Figure 1. Track usage over the die.
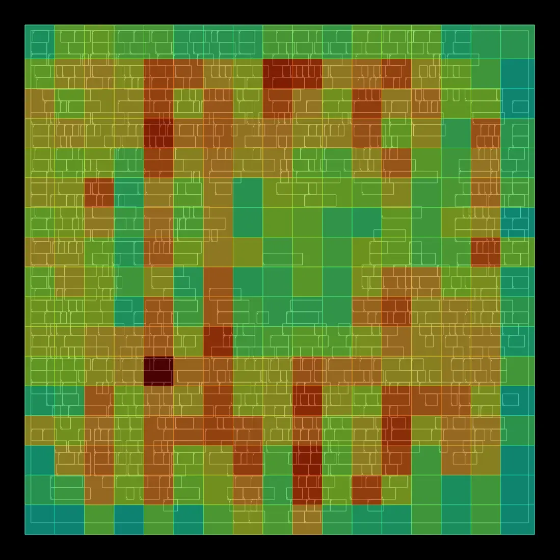
Figure 2. Cell sizes after repair.
Scale: 3 px per um.
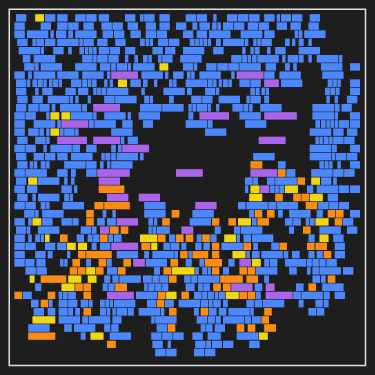
File: src/rtl/tao_step_ctrl.sv
// tao_step_ctrl: fetch/step sequencer for the single-cycle TAO core.
// Define TAO_HALT_EBREAK_EN to build the ebreak halt state.
module tao_step_ctrl #(
    parameter logic [31:0] RESET_PC = 32'h8000_0000,
    parameter int unsigned TIMEOUT  = 255
) (
    input  logic        clk,
    input  logic        rst,
    output logic        imem_req_valid,
    input  logic        imem_req_ready,
    output logic [31:0] imem_req_addr,
    input  logic        imem_rsp_valid,
    output logic        imem_rsp_ready,
    input  logic [31:0] imem_rsp_data,
    input  logic        imem_rsp_err,
    output logic [31:0] core_inst,
    output logic        core_step,
    input  logic [31:0] core_dnpc,
    output logic [31:0] pc,
    input  logic        stall,
    output logic        halted,
    output logic        fault,
    output logic [31:0] retire_cnt
);

    localparam logic [31:0] NOP_INST    = 32'h0000_0013;
    localparam logic [7:0]  TIMEOUT_CNT = 8'(TIMEOUT);
`ifdef TAO_HALT_EBREAK_EN
    localparam logic [31:0] EBREAK_INST = 32'h0010_0073;
`endif

    typedef enum logic [2:0] {
        ST_RESET = 3'd0,
        ST_REQ   = 3'd1,
        ST_WAIT  = 3'd2,
        ST_EXEC  = 3'd3,
        ST_STALL = 3'd4,
`ifdef TAO_HALT_EBREAK_EN
        ST_HALT  = 3'd5,
`endif
        ST_FAULT = 3'd6
    } state_e;

    state_e      state_q, state_d;
    logic [31:0] pc_q, pc_d;
    logic [31:0] inst_q, inst_d;
    logic [31:0] retire_q, retire_d;
    logic [7:0]  tmo_q, tmo_d;

    always_comb begin
        state_d        = state_q;
        pc_d           = pc_q;
        inst_d         = inst_q;
        retire_d       = retire_q;
        tmo_d          = tmo_q;
        imem_req_valid = 1'b0;
        imem_rsp_ready = 1'b0;
        core_step      = 1'b0;
        case (state_q)
            ST_RESET: state_d = ST_REQ;
            ST_REQ: begin
                imem_req_valid = 1'b1;
                if (imem_req_ready) begin
                    state_d = ST_WAIT;
                    tmo_d   = '0;
                end
            end
            ST_WAIT: begin
                imem_rsp_ready = 1'b1;
                if (imem_rsp_valid) begin
                    if (imem_rsp_err) begin
                        state_d = ST_FAULT;
                    end else begin
                        inst_d  = imem_rsp_data;
                        state_d = ST_EXEC;
                    end
                end else if (tmo_q == TIMEOUT_CNT) begin
                    state_d = ST_FAULT;
                end else begin
                    tmo_d = tmo_q + 8'd1;
                end
            end
            ST_EXEC: begin
                core_step = 1'b1;
`ifdef TAO_HALT_EBREAK_EN
                // ebreak retires but keeps pc pointing at itself for the debugger
                if (inst_q == EBREAK_INST) begin
                    retire_d = retire_q + 32'd1;
                    state_d  = ST_HALT;
                end else
`endif
                if (core_dnpc[1:0] != 2'b00) begin
                    state_d = ST_FAULT;
                end else begin
                    pc_d     = core_dnpc;
                    retire_d = retire_q + 32'd1;
                    state_d  = stall ? ST_STALL : ST_REQ;
                end
            end
            ST_STALL: begin
                if (!stall) state_d = ST_REQ;
            end
`ifdef TAO_HALT_EBREAK_EN
            ST_HALT:  state_d = ST_HALT;
`endif
            ST_FAULT: state_d = ST_FAULT;
            default:  state_d = ST_FAULT;
        endcase
    end

    always_ff @(posedge clk) begin
        if (rst) begin
            state_q  <= ST_RESET;
            pc_q     <= RESET_PC;
            inst_q   <= NOP_INST;
            retire_q <= '0;
            tmo_q    <= '0;
        end else begin
            state_q  <= state_d;
            pc_q     <= pc_d;
            inst_q   <= inst_d;
            retire_q <= retire_d;
            tmo_q    <= tmo_d;
        end
    end

    assign imem_req_addr = pc_q;
    assign pc            = pc_q;
    assign core_inst     = inst_q;
    assign retire_cnt    = retire_q;
    assign fault         = (state_q == ST_FAULT);
`ifdef TAO_HALT_EBREAK_EN
    assign halted        = (state_q == ST_HALT);
`else
    assign halted        = 1'b0;
`endif

endmodule

File: config.mk
export PLATFORM = sky130hd
export DESIGN_NAME = tao_step_ctrl
export DESIGN_NICKNAME = d
export VERILOG_FILES = /design/src/rtl/tao_step_ctrl.sv
export SDC_FILE = /design/constraint.sdc
export NUM_CORES = 1
export LEC_CHECK = 0
export CAP_MARGIN = 20
export CORE_UTILIZATION = 35
export CTS_CLUSTER_DIAMETER = 80
export DETAILED_ROUTE_END_ITERATION = 10
export PLACE_DENSITY = 0.71
export REMOVE_ABC_BUFFERS = 1
export SLEW_MARGIN = 0
export SYNTH_ARGS = -nofsm -noshare
export SYNTH_HDL_FRONTEND = slang
export SYNTH_SLANG_ARGS = --single-unit
File: constraint.sdc
create_clock -name clk -period 1.7 [get_ports clk]
set_input_delay 0.255 -clock clk [delete_from_list [all_inputs] [get_ports clk]]
set_output_delay 0.255 -clock clk [all_outputs]
set_load 0.01 [all_outputs]
==> impl_metrics.yaml <==
# implementation run metrics
cells_and_area:
  syn2layout_area_growth_pct: 66.2
  final_area_um2: 7860
  n_fill_cell: 1152
final_timing:
  layout_setup_ws_ns: -0.0973
  setup-violations-final: 14
  clock_skew_ns: 0.00602
placement:
  gp_congestion: 0.811
  numPlacedInstances: 951
route:
  drc: 0
  met2_length_mm: 7.78
  routed_wl_mm: 15.1
setup_path:
  cp_num_buf_inv: 2
  cp.required_ns: 1.98
  end_kind: "flop"
  crit_start: "state_q[2]"
  crit_path_start_kind: "flop"
run_status:
  status: "finished, violations left"
  violations: "negative setup slack"
die:
  core_area_um2: 13200
  fp_util_pct: 35.9
clocking:
  cts_sinks: 107
  cts_buffer_depth: 2
  post_cts_resize_count: 33
power_and_ir_drop:
  p_comb_share_pct: 23.7
  power_leader: "sequential cells"
synth:
  yosys.cell_types.count: 49
global_routing:
  grt_max_degree: 52
Notes on Figure 1 above:
GR Util All Layers: 20.5%
met3 usage: 4.15%

Notes on Figure 2 above:
size	colour	cells
x6 and larger	purple	29
x2	yellow	35
x3 and x4	orange	87
x1 and smaller	blue	656

==> cell type report <==
class	count	area [um2]	share of cell area, %
tap	176	220	2.80
clock buffer	10	239	3.04
clock inverter	6	95.1	1.21
sequential	107	2150	27.4
multi-input combinational	397	2340	29.8
timing repair buffer	282	2790	35.4
inverter	5	23.8	0.302
==> flip-flops by register name, summed over array words and instances, names as in the netlist <==
register and count:
core_inst 32, imem_req_addr 32, retire_cnt 32, tmo_q 8, state_q 3
==> cells by family after synthesis <==
group                    Yosys count  synth area share, %
AND/OR/NAND/NOR                  251                 26.4
flip-flops                       107                 45.3
other                              1               0.0793
multiplexers                       6                 1.32
AND-OR/OR-AND                    129                 15.7
adder cells (fa/ha/maj)            2                0.529
buffers and inverters             80                 9.42
XOR/XNOR                           7                 1.30
